==> config.mk <==
export PLATFORM = sky130hd
export DESIGN_NAME = quad_encoder_decoder
export DESIGN_NICKNAME = d
export VERILOG_FILES = /design/src/rtl/quad_encoder_decoder.sv
export SDC_FILE = /design/constraint.sdc
export NUM_CORES = 1
export LEC_CHECK = 0
export CAP_MARGIN = 20
export CORE_MARGIN = 2
export CORE_UTILIZATION = 59
export DETAILED_ROUTE_END_ITERATION = 12
export PLACE_DENSITY_LB_ADDON = 0.15
export SLEW_MARGIN = 20
export SYNTH_ARGS = -nofsm -noshare
export SYNTH_HDL_FRONTEND = slang
export SYNTH_SLANG_ARGS = --single-unit
==> constraint.sdc <==
create_clock -name clk -period 5.4 [get_ports clk]
set_clock_uncertainty 0.1 [all_clocks]
set_input_delay 1.08 -clock clk [delete_from_list [all_inputs] [get_ports clk]]
set_output_delay 1.08 -clock clk [all_outputs]
set_load 0.1 [all_outputs]
==> src/rtl/quad_encoder_decoder.sv <==
// ---------------------------------------------------------------------------
// quad_encoder_decoder
//
// Quadrature encoder front-end for one drive wheel. The raw S_A/S_B pair is
// brought into the clk domain by a two-flop synchroniser per channel and then
// glitch-filtered: a channel's filtered level only moves after the
// synchronised input has disagreed with it for FILTER_LEN consecutive cycles.
// The filtered pair is decoded as x4 quadrature (forward Gray order
// 00->01->11->10->00). The result drives a wrapping signed position counter
// and a per-window velocity sample. Both bits changing at once is illegal.
// It flags err and bumps a saturating error counter.
//
// Ports
//   clk        : clock
//   rst        : synchronous, active-high reset
//   s_a, s_b   : raw encoder channels, asynchronous to clk
//   dir_invert : 1 = negate every decoded step (applied combinationally)
//   clear      : single-cycle synchronous position clear (wins over a step)
//   position   : signed accumulated step count, wraps modulo 2^CNT_W
//   velocity   : signed step count of the last completed window
//   vel_valid  : one-cycle pulse on the cycle velocity shows a new sample
//   err_count  : illegal-transition count, saturates at 16'hFFFF
//   err        : one-cycle pulse per illegal transition
//
// Pin-to-position latency is FILTER_LEN+3 clocks: two synchroniser stages,
// FILTER_LEN-1 counting cycles plus the accepting edge, one registered
// decode stage, then the position register itself.
// ---------------------------------------------------------------------------
module quad_encoder_decoder #(
  parameter int FILTER_LEN = 4,       // 1..255
  parameter int CNT_W      = 32,
  parameter int VEL_WINDOW = 100000   // >= 2
) (
  input  logic                    clk,
  input  logic                    rst,
  input  logic                    s_a,
  input  logic                    s_b,
  input  logic                    dir_invert,
  input  logic                    clear,
  output logic signed [CNT_W-1:0] position,
  output logic signed [CNT_W-1:0] velocity,
  output logic                    vel_valid,
  output logic [15:0]             err_count,
  output logic                    err
);

  localparam int FCW = (FILTER_LEN > 1) ? $clog2(FILTER_LEN) : 1;
  localparam logic [FCW-1:0] FILT_LAST = FCW'(FILTER_LEN - 1);
  localparam int WCW = $clog2(VEL_WINDOW);
  localparam logic [WCW-1:0] WIN_LAST = WCW'(VEL_WINDOW - 1);
  localparam logic [1:0] PRIME_CYCLES = 2'd3;
  localparam logic signed [CNT_W-1:0] STEP_ONE = CNT_W'(1);

  typedef enum logic [1:0] {
    STEP_NONE = 2'b00,
    STEP_FWD  = 2'b01,
    STEP_REV  = 2'b10
  } step_e;

  // Bit 1 carries channel A, bit 0 channel B throughout.
  logic [1:0]     sync_meta;
  logic [1:0]     sync_ab;
  logic [1:0]     filt_ab;
  logic [1:0]     prev_ab;
  logic [FCW-1:0] fcnt [2];
  logic [1:0]     prime_cnt;
  logic           primed;

  step_e                   dec_step;
  logic                    dec_err;
  step_e                   step_q;
  logic signed [CNT_W-1:0] step_val;

  logic [WCW-1:0]          wcnt;
  logic signed [CNT_W-1:0] acc;

  // NOTE: synchroniser flops carry no reset; they only ever hold a sampled
  // pin level and resetting them would put rst on a metastability path.
  always_ff @(posedge clk) begin
    sync_meta <= {s_a, s_b};
    sync_ab   <= sync_meta;
  end

  assign primed = (prime_cnt == PRIME_CYCLES);

  // Filter, priming and the registered decode stage. During priming the
  // filtered and previous pairs are both loaded straight from the
  // synchroniser, so the first real decode compares equal values and a
  // pre-reset filter state can never turn into a step.
  // NOTE: every state register here uses non-blocking assignment so all
  // flops sample the values from before the edge, whatever the block order.
  always_ff @(posedge clk) begin
    if (rst) begin
      prime_cnt <= '0;
      filt_ab   <= '0;
      prev_ab   <= '0;
      for (int i = 0; i < 2; i++) fcnt[i] <= '0;
      step_q    <= STEP_NONE;
      err       <= 1'b0;
      err_count <= '0;
    end else if (!primed) begin
      prime_cnt <= prime_cnt + 2'd1;
      filt_ab   <= sync_ab;
      prev_ab   <= sync_ab;
      for (int i = 0; i < 2; i++) fcnt[i] <= '0;
      step_q    <= STEP_NONE;
      err       <= 1'b0;
    end else begin
      // Each channel runs its own counter; a level is accepted on the
      // FILTER_LEN-th consecutive cycle of disagreement.
      for (int i = 0; i < 2; i++) begin
        if (sync_ab[i] != filt_ab[i]) begin
          if (fcnt[i] == FILT_LAST) begin
            filt_ab[i] <= sync_ab[i];
            fcnt[i]    <= '0;
          end else begin
            fcnt[i] <= fcnt[i] + 1'b1;
          end
        end else begin
          fcnt[i] <= '0;
        end
      end
      prev_ab <= filt_ab;
      step_q  <= dec_step;
      err     <= dec_err;
      if (dec_err && (err_count != 16'hFFFF)) err_count <= err_count + 16'd1;
    end
  end

  // Quadrature decode of the previous vs current filtered pair.
  // NOTE: outputs get defaults before the case so no path leaves them
  // unassigned, which would otherwise infer a latch.
  always_comb begin
    dec_step = STEP_NONE;
    dec_err  = 1'b0;
    case ({prev_ab, filt_ab})
      4'b00_01, 4'b01_11, 4'b11_10, 4'b10_00: dec_step = STEP_FWD;
      4'b01_00, 4'b11_01, 4'b10_11, 4'b00_10: dec_step = STEP_REV;
      4'b00_11, 4'b11_00, 4'b01_10, 4'b10_01: dec_err  = 1'b1;
      default: ;
    endcase
  end

  // Direction inversion acts on the registered step only, so flipping
  // dir_invert while idle cannot create a step.
  always_comb begin
    step_val = '0;
    case (step_q)
      STEP_FWD: step_val = dir_invert ? -STEP_ONE : STEP_ONE;
      STEP_REV: step_val = dir_invert ? STEP_ONE : -STEP_ONE;
      default:  step_val = '0;
    endcase
  end

  // Position and velocity. clear only touches position; the window counter
  // and accumulator keep running regardless of clear or priming.
  always_ff @(posedge clk) begin
    if (rst) begin
      position  <= '0;
      velocity  <= '0;
      vel_valid <= 1'b0;
      wcnt      <= '0;
      acc       <= '0;
    end else begin
      position <= clear ? '0 : position + step_val;
      if (wcnt == WIN_LAST) begin
        wcnt      <= '0;
        velocity  <= acc + step_val;
        acc       <= '0;
        vel_valid <= 1'b1;
      end else begin
        wcnt      <= wcnt + 1'b1;
        acc       <= acc + step_val;
        vel_valid <= 1'b0;
      end
    end
  end

endmodule
==> flow_summary.ini, run 1 <==
; physical design summary
[run_status]
status = finished clean

[sta]
worstMarginPinSlew_ns = 1.05
fin_crit_sh = 0.805
finalMaxSlewViolations = 0
finalHoldViolCount = 0
rsz0062_at_grt = false
fin_hold_ws_ns = 0.228
report.final.setup_viol = 0

[synth]
yosys.area.top_type = dfxtp_1
postSynthSeqShare = 0.317
ys_top_cells_by_area = dfxtp_1 30%, xnor2_1 11%, nor2_1 5.5%, nand2_1 4.6%, a21oi_1 3.6%
yosysWarnings = 0
edf_count = 4
simple_gate_share = 0.266
synthTopLogicFamily = simple AND/OR/NAND/NOR gates
flop_cell = dfxtp_1
ys_cells = 1196

[drt]
drcViolationCount = 0
vias = 8621
drt_wl_total_mm = 23.0
drt_iter0_drc = 684
dr.max_layer_used = met4
ant_nets = 0

[placed_design]
place_congestion = 0.909

[flow_run]
warnings = 29

[grt]
grt_pass1_vias = 7736
gr-total-overflow = 0

[die]
fp_util = 0.599
chip_area_sq_um = 17000

[power_and_ir_drop]
cellPowerDensity_nw_per_um2 = 234
vdd_drop_max_uv = 228
leakagePower_nw = 3.79

[final_layout]
antenna_cells = 0
lay_top_cells = 143 x dfxtp_1, 138 x nor2_1, 117 x xnor2_1

[setup_path]
critical_path_required_ns = 5.58
cp_cell_sequence = clkdlybuf4s50_1, mux2i_4, buf_12, xnor2_1, ha_1, o2bb2ai_1, a221oi_2, nor3b_2, o31a_1, or2_2, xnor2_1, nor2_1
cp.depth = 12
path_delay_family = buffers and inverters
crit_top_cell = xnor2_1
cp_data_arrival_time_ns = 4.53
cp_num_buf_inv = 2
worstRegToRegCells = 13

[clocking]
cts.sinks = 147
cts_root_buf = clkbuf_16
cts_hold_buf = 0
htreeDepth = 4

[hold_path]
hold_path.class = flop to flop
==> run 1: sequential cells by signal (all words and copies together), names as in the netlist <==
register   cells
acc           32
err            1
err_count     16
fcnt           4
filt_ab        2
position      32
prev_ab        2
prime_cnt      2
step_q         2
sync_ab        2
sync_meta      2
vel_valid      1
velocity      32
wcnt          17
==> run 1: metal layers <==
metal	up-vias	track usage
met4	0	0.0727
met1	4081	0.370
met3	24	0.0648
met5	-	0
met2	253	0.439
li1	4263	-
==> run 1: report_power, final <==
part	internal (mW)	switching, mW
sequential	1.11	0.0277
clock	0.694	0.515
combinational	0.0696	0.112
total	1.87	0.654
==> run 1: how the worst min path moves through the flow <==
stage	from	end
final	sync_meta[0]	sync_ab[0]
after global routing	sync_meta[1]	sync_ab[1]
after CTS	sync_meta[1]	sync_ab[1]
after detailed placement	sync_meta[1]	sync_ab[1]
after global placement	sync_meta[1]	sync_ab[1]
after floorplan	sync_meta[0]	sync_ab[0]
==> run 1: area by class of cell <==
type | instances | area [sq um] | share of cell area
tap | 216 | 270 | 0.0251
clock inverter | 14 | 165 | 0.0153
inverter | 20 | 75.1 | 0.00696
multi-input combinational | 929 | 5910 | 0.548
sequential | 147 | 2980 | 0.277
timing repair buffer | 96 | 950 | 0.0881
clock buffer | 18 | 429 | 0.0398
==> run 1: kinds of logic (layout without fill, tap and decap cells) <==
logic type,count (synthesis),in the layout
AND/OR/NAND/NOR,501,501
AND-OR/OR-AND,246,246
flip-flops,147,147
XOR/XNOR,146,146
buffers and inverters,123,148
multiplexers,19,19
adder cells (fa/ha/maj),13,13
other,1,4
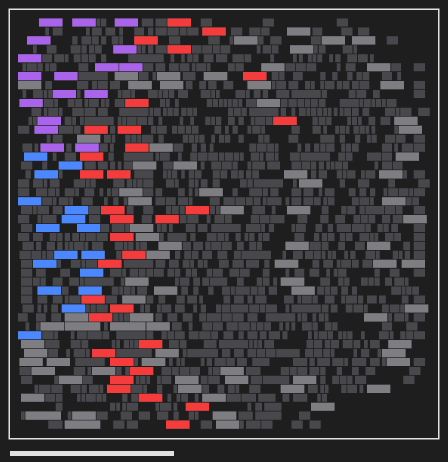
**Above:** run 1 (sequential cells grouped by signal name).
Bar = 50 um. Other sequential cells in the stronger grey, the rest of the logic in the fainter grey.
- `err_count`: blue (flops 16; where left middle)
- `wcnt`: purple (flops 17; where top left)
- `velocity`: red (flops 32)
- not coloured: 82
Sequential cell area: 2980 sq um
Seq area share: 0.277
P_seq: 1.14 mW
post-layout util: 0.686

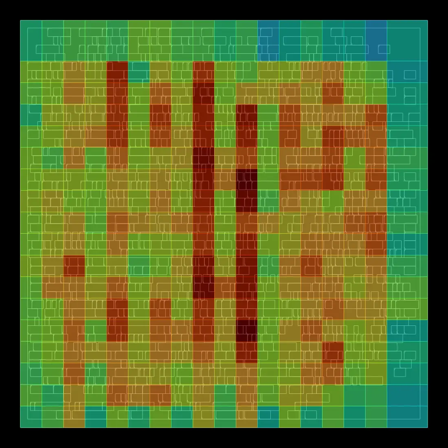
**Above:** run 1 (routing congestion map).
GR Util met2: 0.439
Wirelength per Cell: 16.0 um

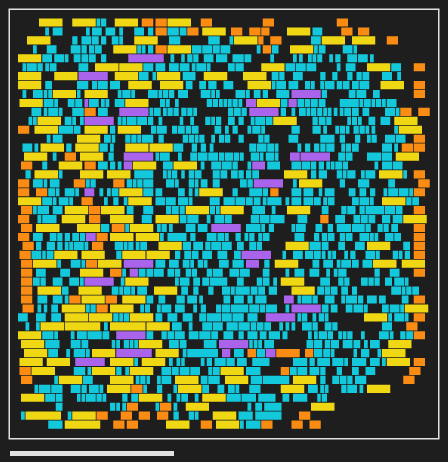
**Above:** run 1 (cell classes on the final placement).
Bar = 50 um.
- clock drivers and dummy loads: purple (cells 32; share of their area 5.7%)
- remaining buffers and delay cells: orange (cells 96; share of their area 9.0%)
- sequential cells: yellow (cells 147; share of their area 28%)
- combinational and other logic: cyan (cells 949; share of their area 57%)
Design Area, Final: 10,800 sq um
core box area: 15,700 sq um
row count: 46

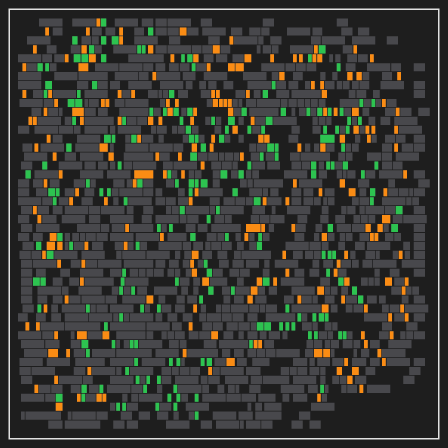
**Above:** run 1 (logic cells by family).
- nand cells: green (cells 188; where all over the die)
- nor cells: orange (cells 202; where all over the die)
most frequent logic cell in the layout: dfxtp_1
Comb/total area: 0.548
fin cells: 1,440

--- run 2 (diff from run 1) ---
==> constraint.sdc (replaced) <==
create_clock -name clk -period 4.2 [get_ports clk]
set_clock_uncertainty 0.1 [all_clocks]
set_input_delay 0.84 -clock clk [delete_from_list [all_inputs] [get_ports clk]]
set_output_delay 0.84 -clock clk [all_outputs]
set_load 0.1 [all_outputs]
==> flow_summary.ini, run 2 <==
; physical design summary
[final_layout]
lay_top_cells = 143 x dfxtp_1, 139 x nor2_1, 117 x xnor2_1

[synth]
ys_cells = 1196
yosysWarnings = 0
yosys.area.top_type = dfxtp_1

[power_and_ir_drop]
p_comb_frac = 0.072
clkPwrFrac = 0.489
seqPwrFrac = 0.440
p_int_mw = 2.47

[sta]
rsz0062_at_grt = false
finalMaxSlewViolations = 0
fin_hold_ws_ns = 0.228
finalHoldViolCount = 0
worstMarginPinSlew_ns = 1.05

[hold_path]
hold_path_startpoint = sync_meta[1]
hold_end = sync_ab[1]

[placed_design]
place_congestion = 0.898

[drt]
drt_wl_total_mm = 22.9
vias = 8756
drcViolationCount = 0

[grt]
grt_pass1_vias = 7882
grt_use_met2 = 0.437

[run_status]
status = finished clean

[die]
num_rows = 46

[clocking]
htreeDepth = 4
cts_hold_buf = 0
run 2: per-stage QoR:
step / power (mW) / std cells / setup slack, ns
after floorplan: 1.68 / 1199 / 0.00472
after global placement: 1.72 / 1423 / 0.245
after detailed placement: 1.73 / 1423 / 0.160
after CTS: 3.34 / 1455 / 0.563
after global routing: 3.43 / 1455 / 0.387
final: 3.32 / 1455 / 0.529
run 2: worst max-delay path by stage:
stage / startpoint / to / cells after the start
after floorplan: dir_invert / velocity[24] / 16
after global placement: dir_invert / acc[24] / 11
after detailed placement: dir_invert / acc[24] / 11
after CTS: dir_invert / position[31] / 10
after global routing: dir_invert / velocity[16] / 12
final: dir_invert / position[31] / 10
run 2: worst reg2reg max path, stage by stage, from the launching register on:
cell      delay [ns]
dfxtp_1         0.37
inv_1           0.07
ha_1            0.25
mux2i_4         0.27
xnor2_1         0.17
ha_1            0.24
nand2_1         0.06
o21ai_0         0.27
a221oi_2        0.14
o22ai_1         0.43
a21oi_1         0.17
xnor2_1         0.30
nand2_1         0.09
a21oi_1         0.14
run 2: layer usage:
layer  part of all wire  routed length, um
met2               0.46              10600
met4              0.023                537
met5                  0                  0
met3              0.063               1440
met1               0.45              10300
run 2: power groups by stage:
stage	Clock [mW]	Sequential, mW	Combinational, mW
floorplan	0	1.49	0.185
global placement	0	1.49	0.230
detailed placement	0	1.49	0.236
CTS	1.64	1.46	0.238
global route	1.70	1.46	0.262
finish	1.62	1.46	0.238
run 2: final cells by class:
class	instances	area [sq um]	share of cell area
inverter	20	75.1	0.00686
timing repair buffer	111	1080	0.0990
sequential	147	2980	0.272
clock buffer	18	429	0.0392
tap	216	270	0.0247
multi-input combinational	929	5910	0.540
clock inverter	14	191	0.0175
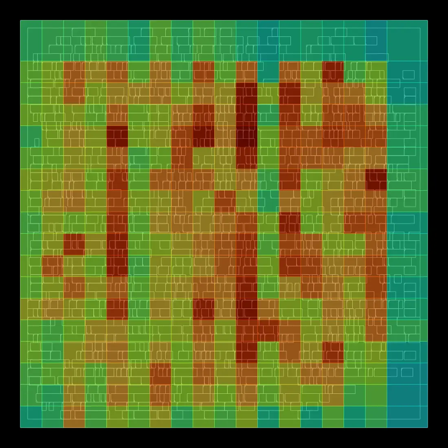
**Above:** run 2 (routing congestion map).
grt peak-use layer: met2
grt met1 use: 0.366
met3 usage in global routing: 0.0681
Wirelength per Cell: 15.7 um

--- run 3 (diff from run 2) ---
==> constraint.sdc (replaced) <==
create_clock -name clk -period 4.2 [get_ports clk]
set_clock_uncertainty 0.1 [all_clocks]
set_input_delay 0.84 -clock clk [delete_from_list [all_inputs] [get_ports clk]]
set_output_delay 0.84 -clock clk [all_outputs]
set_load 0.01 [all_outputs]
==> flow_summary.ini, run 3 <==
; physical design summary
[placed_design]
place_ws_ns = 0.177
place_congestion = 0.930
placedCellCount = 1418

[drt]
drt_wl_total_mm = 23.1
wire_per_inst_um = 15.9
vias = 8720
drcViolationCount = 0

[synth]
simple_gate_share = 0.266
yosys.area.top_type = dfxtp_1
syn_area_sq_um = 9410
yosysWarnings = 0
flop_cell = dfxtp_1

[clocking]
cts_hold_buf = 0

[setup_path]
path_delay_family = AND-OR/OR-AND gates
cp_cell_sequence = clkdlybuf4s50_1, mux2i_4, xnor2_1, ha_1, nor3b_2, a21oi_1, o22ai_1, a31oi_1, o32ai_2, a21oi_1, xnor2_1, nor2_1

[sta]
setup_ws_ns = 0.625
fin_hold_ws_ns = 0.233
rsz0062_at_grt = false
finalMaxSlewViolations = 0
finalHoldViolCount = 0
relSlewSlack = 0.351

[die]
num_rows = 46
core_sq_um = 15700

[grt]
grt_pass1_vias = 7807

[power_and_ir_drop]
total_power_mw = 3.27

[run_status]
status = finished clean

[final_layout]
fin_cells = 1450
lay_top_cells = 143 x dfxtp_1, 139 x nor2_1, 117 x xnor2_1
-- run 3: cell counts after synthesis --
Identical to the previous run, type by type.
-- run 3: worst paths after layout --
path | start | to | depth (start not counted)
worst max register to register | step_q[0] | position[24] | 13
worst min register to register | sync_meta[0] | sync_ab[0] | 0
worst max-delay path | dir_invert | position[24] | 12
worst min-delay path | sync_meta[0] | sync_ab[0] | 0
-- run 3: cell families after synthesis --
kind of cell             count (synthesis)
XOR/XNOR                               146
multiplexers                            19
adder cells (fa/ha/maj)                 13
other                                    1
AND-OR/OR-AND                          246
AND/OR/NAND/NOR                        501
buffers and inverters                  123
flip-flops                             147
-- run 3: layout make-up --
class	instances	area, sq um
Inverter	20	75.1
Fill cell	1291	4770
Clock inverter	15	209
Multi-Input combinational cell	929	5920
Timing Repair Buffer	106	1060
Clock buffer	17	425
Sequential cell	147	2980
Tap cell	216	270
-- run 3: metal layers --
layer / share of wire / vias to the layer above / wire length (um) / GRT usage
li1: - / 4291 / - / -
met4: 0.020 / 0 / 473 / 0.0854
met5: 0 / - / 0 / 0
met3: 0.066 / 38 / 1520 / 0.0640
met2: 0.47 / 299 / 10800 / 0.443
met1: 0.45 / 4092 / 10400 / 0.362
-- run 3: power by group --
| part | internal, mW | total [mW] | leakage, nW | switching, mW |
|---|---|---|---|---|
| Combinational | 0.0931 | 0.217 | 2.38 | 0.124 |
| Clock | 0.867 | 1.60 | 0.302 | 0.728 |
| Sequential | 1.42 | 1.46 | 1.20 | 0.0355 |
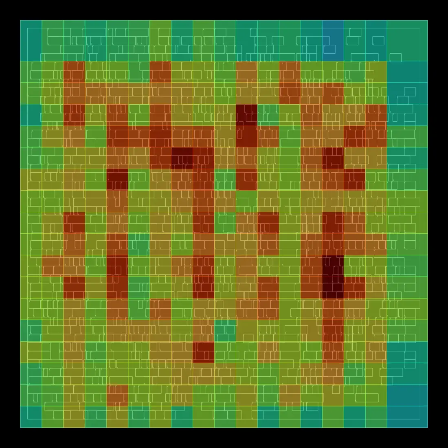
**Above:** run 3 (routing congestion map).
post-layout util: 0.696
grt met1 use: 0.362
GRT Util Overall: 0.273
met3 usage in global routing: 0.0640

No activity file was given, so power comes from the tool's default toggle rates.
